`config.mk`:
```
export PLATFORM = sky130hd
export DESIGN_NAME = control_unit_pipe
export DESIGN_NICKNAME = d
export VERILOG_FILES = /design/src/rtl/control_unit_pipe.sv
export SDC_FILE = /design/constraint.sdc
export NUM_CORES = 1
export LEC_CHECK = 0
export CAP_MARGIN = 20
export CORE_ASPECT_RATIO = 0.8
export CORE_MARGIN = 2
export CORE_UTILIZATION = 46
export CTS_CLUSTER_DIAMETER = 80
export DETAILED_ROUTE_END_ITERATION = 8
export PLACE_DENSITY_LB_ADDON = 0.3
export SKIP_CTS_REPAIR_TIMING = 1
export SLEW_MARGIN = 0
export SYNTH_ARGS = -nofsm -noshare
export SYNTH_HDL_FRONTEND = slang
export SYNTH_SLANG_ARGS = --single-unit
```
`constraint.sdc`:
```
create_clock -name clk -period 2.2 [get_ports clk]
set_input_delay 0.22 -clock clk [delete_from_list [all_inputs] [get_ports clk]]
set_output_delay 0.22 -clock clk [all_outputs]
set_load 0.02 [all_outputs]
```
`src/rtl/control_unit_pipe.sv`:
```
// Decode/control for the 5-stage RV32 core: D-stage decode, the ID/EX control register,
// load-use stall, taken-branch flush and a multi-cycle MUL hold.
module control_unit_pipe #(
    parameter int unsigned ENABLE_M    = 1,
    parameter int unsigned MUL_LATENCY = 4,
    parameter int unsigned ALUCTRL_W   = 4
) (
    input  logic                 clk,
    input  logic                 rst,
    input  logic [31:0]          InstrD_i,
    input  logic                 ValidD_i,
    input  logic                 PCSrcE_i,
    output logic [2:0]           ImmSrcD_o,
    output logic                 IllegalD_o,
    output logic                 RegWriteE_o,
    output logic [1:0]           ResultSrcE_o,
    output logic                 MemWriteE_o,
    output logic [ALUCTRL_W-1:0] ALUControlE_o,
    output logic                 ALUSrcE_o,
    output logic                 ALUSrcAE_o,
    output logic                 BranchE_o,
    output logic [2:0]           BranchTypeE_o,
    output logic                 JumpE_o,
    output logic                 JalrE_o,
    output logic [4:0]           RdE_o,
    output logic [4:0]           Rs1E_o,
    output logic [4:0]           Rs2E_o,
    output logic                 StallF_o,
    output logic                 StallD_o,
    output logic                 FlushD_o,
    output logic                 MulBusyE_o
);

    localparam int unsigned CntW = $clog2(MUL_LATENCY);
    localparam logic [CntW-1:0] CntInit = CntW'(MUL_LATENCY - 1);

    localparam logic [6:0] OpLoad   = 7'b0000011;
    localparam logic [6:0] OpStore  = 7'b0100011;
    localparam logic [6:0] OpR      = 7'b0110011;
    localparam logic [6:0] OpImm    = 7'b0010011;
    localparam logic [6:0] OpBranch = 7'b1100011;
    localparam logic [6:0] OpJal    = 7'b1101111;
    localparam logic [6:0] OpJalr   = 7'b1100111;
    localparam logic [6:0] OpLui    = 7'b0110111;
    localparam logic [6:0] OpAuipc  = 7'b0010111;

    localparam logic [ALUCTRL_W-1:0] AluAdd  = ALUCTRL_W'(0);
    localparam logic [ALUCTRL_W-1:0] AluSub  = ALUCTRL_W'(1);
    localparam logic [ALUCTRL_W-1:0] AluAnd  = ALUCTRL_W'(2);
    localparam logic [ALUCTRL_W-1:0] AluOr   = ALUCTRL_W'(3);
    localparam logic [ALUCTRL_W-1:0] AluXor  = ALUCTRL_W'(4);
    localparam logic [ALUCTRL_W-1:0] AluSlt  = ALUCTRL_W'(5);
    localparam logic [ALUCTRL_W-1:0] AluSltu = ALUCTRL_W'(6);
    localparam logic [ALUCTRL_W-1:0] AluSll  = ALUCTRL_W'(7);
    localparam logic [ALUCTRL_W-1:0] AluSrl  = ALUCTRL_W'(8);
    localparam logic [ALUCTRL_W-1:0] AluSra  = ALUCTRL_W'(9);
    localparam logic [ALUCTRL_W-1:0] AluMul  = ALUCTRL_W'(10);

    localparam logic [2:0] ImmI = 3'b000;
    localparam logic [2:0] ImmS = 3'b001;
    localparam logic [2:0] ImmB = 3'b010;
    localparam logic [2:0] ImmJ = 3'b011;
    localparam logic [2:0] ImmU = 3'b100;

    typedef struct packed {
        logic                 reg_write;
        logic [1:0]           result_src;
        logic                 mem_write;
        logic [ALUCTRL_W-1:0] alu_ctrl;
        logic                 alu_src;
        logic                 alu_src_a;
        logic                 branch;
        logic [2:0]           branch_type;
        logic                 jump;
        logic                 jalr;
        logic                 is_mul;
        logic [4:0]           rd;
        logic [4:0]           rs1;
        logic [4:0]           rs2;
    } ctl_t;

    typedef enum logic [0:0] {StIdle, StMulBusy} state_e;

    function automatic logic [ALUCTRL_W-1:0] alu_of(input logic [2:0] f3, input logic alt);
        case (f3)
            3'b000:  return alt ? AluSub : AluAdd;
            3'b001:  return AluSll;
            3'b010:  return AluSlt;
            3'b011:  return AluSltu;
            3'b100:  return AluXor;
            3'b101:  return alt ? AluSra : AluSrl;
            3'b110:  return AluOr;
            default: return AluAnd;
        endcase
    endfunction

    logic [6:0] opcode, funct7;
    logic [2:0] funct3;
    logic [4:0] rd, rs1, rs2;
    logic       legal, use_rs1, use_rs2, dec_valid, load_use;
    ctl_t       dec, ctl_d, ctl_q;
    state_e     state_d, state_q;
    logic [CntW-1:0] cnt_d, cnt_q;

    assign opcode = InstrD_i[6:0];
    assign rd     = InstrD_i[11:7];
    assign funct3 = InstrD_i[14:12];
    assign rs1    = InstrD_i[19:15];
    assign rs2    = InstrD_i[24:20];
    assign funct7 = InstrD_i[31:25];

    always_comb begin
        dec       = '0;
        legal     = 1'b0;
        use_rs1   = 1'b0;
        use_rs2   = 1'b0;
        ImmSrcD_o = ImmI;
        case (opcode)
            OpLoad: begin
                legal          = (funct3 == 3'b010);
                dec.reg_write  = 1'b1;
                dec.result_src = 2'b01;
                dec.alu_src    = 1'b1;
                use_rs1        = 1'b1;
            end
            OpStore: begin
                legal         = (funct3 == 3'b010);
                dec.mem_write = 1'b1;
                dec.alu_src   = 1'b1;
                use_rs1       = 1'b1;
                use_rs2       = 1'b1;
                ImmSrcD_o     = ImmS;
            end
            OpR: begin
                dec.reg_write = 1'b1;
                use_rs1       = 1'b1;
                use_rs2       = 1'b1;
                if (funct7 == 7'b0000000) begin
                    legal        = 1'b1;
                    dec.alu_ctrl = alu_of(funct3, 1'b0);
                end else if (funct7 == 7'b0100000 && (funct3 == 3'b000 || funct3 == 3'b101)) begin
                    legal        = 1'b1;
                    dec.alu_ctrl = alu_of(funct3, 1'b1);
                end else if (funct7 == 7'b0000001 && funct3 == 3'b000 && ENABLE_M != 0) begin
                    legal        = 1'b1;
                    dec.alu_ctrl = AluMul;
                    dec.is_mul   = 1'b1;
                end
            end
            OpImm: begin
                dec.reg_write = 1'b1;
                dec.alu_src   = 1'b1;
                use_rs1       = 1'b1;
                // instr[30] only selects sra for shifts; addi with imm[10] set stays an add
                if (funct3 == 3'b001) begin
                    legal        = (funct7 == 7'b0000000);
                    dec.alu_ctrl = AluSll;
                end else if (funct3 == 3'b101) begin
                    legal        = (funct7 == 7'b0000000) || (funct7 == 7'b0100000);
                    dec.alu_ctrl = funct7[5] ? AluSra : AluSrl;
                end else begin
                    legal        = 1'b1;
                    dec.alu_ctrl = alu_of(funct3, 1'b0);
                end
            end
            OpBranch: begin
                legal           = (funct3 != 3'b010) && (funct3 != 3'b011);
                dec.branch      = 1'b1;
                dec.branch_type = funct3;
                dec.alu_ctrl    = AluSub;
                use_rs1         = 1'b1;
                use_rs2         = 1'b1;
                ImmSrcD_o       = ImmB;
            end
            OpJal: begin
                legal          = 1'b1;
                dec.reg_write  = 1'b1;
                dec.result_src = 2'b10;
                dec.jump       = 1'b1;
                ImmSrcD_o      = ImmJ;
            end
            OpJalr: begin
                legal          = (funct3 == 3'b000);
                dec.reg_write  = 1'b1;
                dec.result_src = 2'b10;
                dec.jump       = 1'b1;
                dec.jalr       = 1'b1;
                dec.alu_src    = 1'b1;
                use_rs1        = 1'b1;
            end
            OpLui: begin
                legal          = 1'b1;
                dec.reg_write  = 1'b1;
                dec.result_src = 2'b11;
                ImmSrcD_o      = ImmU;
            end
            OpAuipc: begin
                legal         = 1'b1;
                dec.reg_write = 1'b1;
                dec.alu_src   = 1'b1;
                dec.alu_src_a = 1'b1;
                ImmSrcD_o     = ImmU;
            end
            default: legal = 1'b0;
        endcase
        // Unused register fields are zeroed so forwarding never matches stale bits
        dec.rd        = dec.reg_write ? rd : 5'd0;
        dec.reg_write = dec.reg_write & (rd != 5'd0);
        dec.rs1       = use_rs1 ? rs1 : 5'd0;
        dec.rs2       = use_rs2 ? rs2 : 5'd0;
    end

    assign IllegalD_o = ValidD_i & ~legal;
    assign dec_valid  = ValidD_i & legal;
    assign load_use   = (ctl_q.result_src == 2'b01) & ctl_q.reg_write & dec_valid &
                        ((use_rs1 & (ctl_q.rd == rs1)) | (use_rs2 & (ctl_q.rd == rs2)));

    always_comb begin
        state_d    = state_q;
        cnt_d      = cnt_q;
        ctl_d      = ctl_q;
        StallF_o   = 1'b0;
        StallD_o   = 1'b0;
        FlushD_o   = 1'b0;
        MulBusyE_o = (state_q == StMulBusy);
        if (MulBusyE_o) begin
            // PCSrcE cannot legally coincide with a MUL in EX, so it is ignored here
            StallF_o = 1'b1;
            StallD_o = 1'b1;
            cnt_d    = cnt_q - CntW'(1);
            if (cnt_q == CntW'(1)) state_d = StIdle;
        end else if (PCSrcE_i) begin
            FlushD_o = 1'b1;
            ctl_d    = '0;
        end else if (load_use) begin
            StallF_o = 1'b1;
            StallD_o = 1'b1;
            ctl_d    = '0;
        end else begin
            ctl_d = dec_valid ? dec : '0;
            if (dec_valid && dec.is_mul) begin
                state_d = StMulBusy;
                cnt_d   = CntInit;
            end
        end
    end

    always_ff @(posedge clk or posedge rst) begin
        if (rst) begin
            state_q <= StIdle;
            cnt_q   <= '0;
            ctl_q   <= '0;
        end else begin
            state_q <= state_d;
            cnt_q   <= cnt_d;
            ctl_q   <= ctl_d;
        end
    end

    assign RegWriteE_o   = ctl_q.reg_write;
    assign ResultSrcE_o  = ctl_q.result_src;
    assign MemWriteE_o   = ctl_q.mem_write;
    assign ALUControlE_o = ctl_q.alu_ctrl;
    assign ALUSrcE_o     = ctl_q.alu_src;
    assign ALUSrcAE_o    = ctl_q.alu_src_a;
    assign BranchE_o     = ctl_q.branch;
    assign BranchTypeE_o = ctl_q.branch_type;
    assign JumpE_o       = ctl_q.jump;
    assign JalrE_o       = ctl_q.jalr;
    assign RdE_o         = ctl_q.rd;
    assign Rs1E_o        = ctl_q.rs1;
    assign Rs2E_o        = ctl_q.rs2;

endmodule
```
### Cell placement

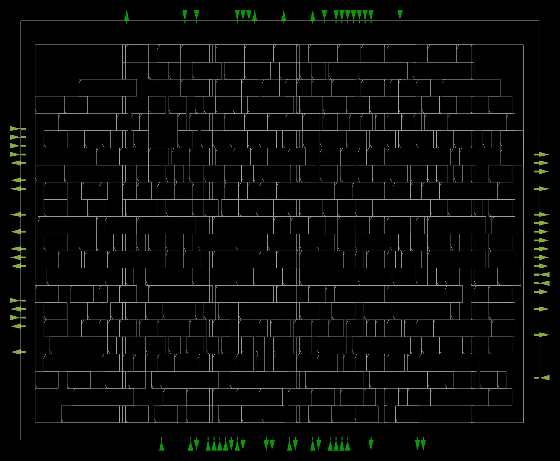
post-route insts no fill: 433
flop share of the area: 23.7%
fin util: 78.0%

### I/O nets highlighted

Drawn at 3 px/um.
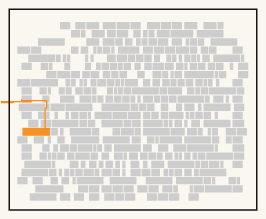
| colour | port | bits | direction | edge | end cells | buffers | wire |
|---|---|---|---|---|---|---|---|
| orange | JalrE_o | 1 | output | west | 1 | 1 | 26.8 um |

==> impl_metrics.yaml <==
# implementation run metrics
run_status:
  outcome: "finished with violations"
  violations: "negative setup slack"
synthesis:
  syn_avg_cell_area_um2: 8.82
  ys_sh_adder_pct: 0.559
  async_reset_ff_share_pct: 100
  yosys-top-cells-count: "nand2_1, dfrtp_1, o31ai_1"
  numSynthFlops: 34
  synthCells: 254
  syn_nets: 291
power_and_ir_drop:
  power_frac_clock_pct: 37.7
  intPower_w: 0.00108
  netSwitchingFraction_pct: 25.5
layout:
  fin_nets: 409
  area_growth_pct: 61.0
  drive_gt1_share_pct: 24.7
  layout.nonclk_buf_share_pct: 34.4
  clockNetworkAreaShare_pct: 3.05
  logic_area_mm2: 0.00131
  finalInstanceArea_mm2: 0.00361
  nFillCells: 307
  register_area_um2: 855
global_route:
  grt_use_met3_pct: 5.33
  busiest_layer: "met2"
  grtUsageTotal_pct: 26.7
  grtUsageMet2_pct: 40.4
  gr-usage-met1_pct: 38.5
  grt_max_degree: 35
placement:
  place.gp.congestion: 0.919
  dp_cells: 418
  dp_hpwl_um: 5040
timing:
  hold_slack_ps: 332
  slew_viol_final: 0
  setup_ws_ps: -3.10
  setup_violations: 1
run:
  max_cap_violations: 0
  tool_warnings: 27
setup_path:
  cpPeakStageDelay_ps: 530
  worstReg2RegStart: "ResultSrcE_o[1]$_DFFE_PP0N_"
  crit_slowest_cell: "clkdlybuf4s50_1"
  crit_arrival_ps: 1980
  r2r_cells: 8
clock_network:
  cts_tree: "done"
  numCtsBuffers: 5
  cts_root_buf: "clkbuf_8"
  cts_max_level: 2
floorplan:
  coreArea_mm2: 0.00462
  pin_count: 75
  fp_util_pct: 48.4
routing:
  dr.pass1.iters: 5
  via_per_inst: 5.83
  wire_per_inst_um: 17.5
### Wiring by layer

Drawn at 3 px/um. Two of the layers only.
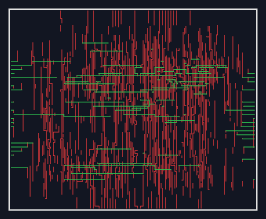
| colour | layer | wire length |
|---|---|---|
| green | met3 | 644 um |
| red | met2 | 3510 um |

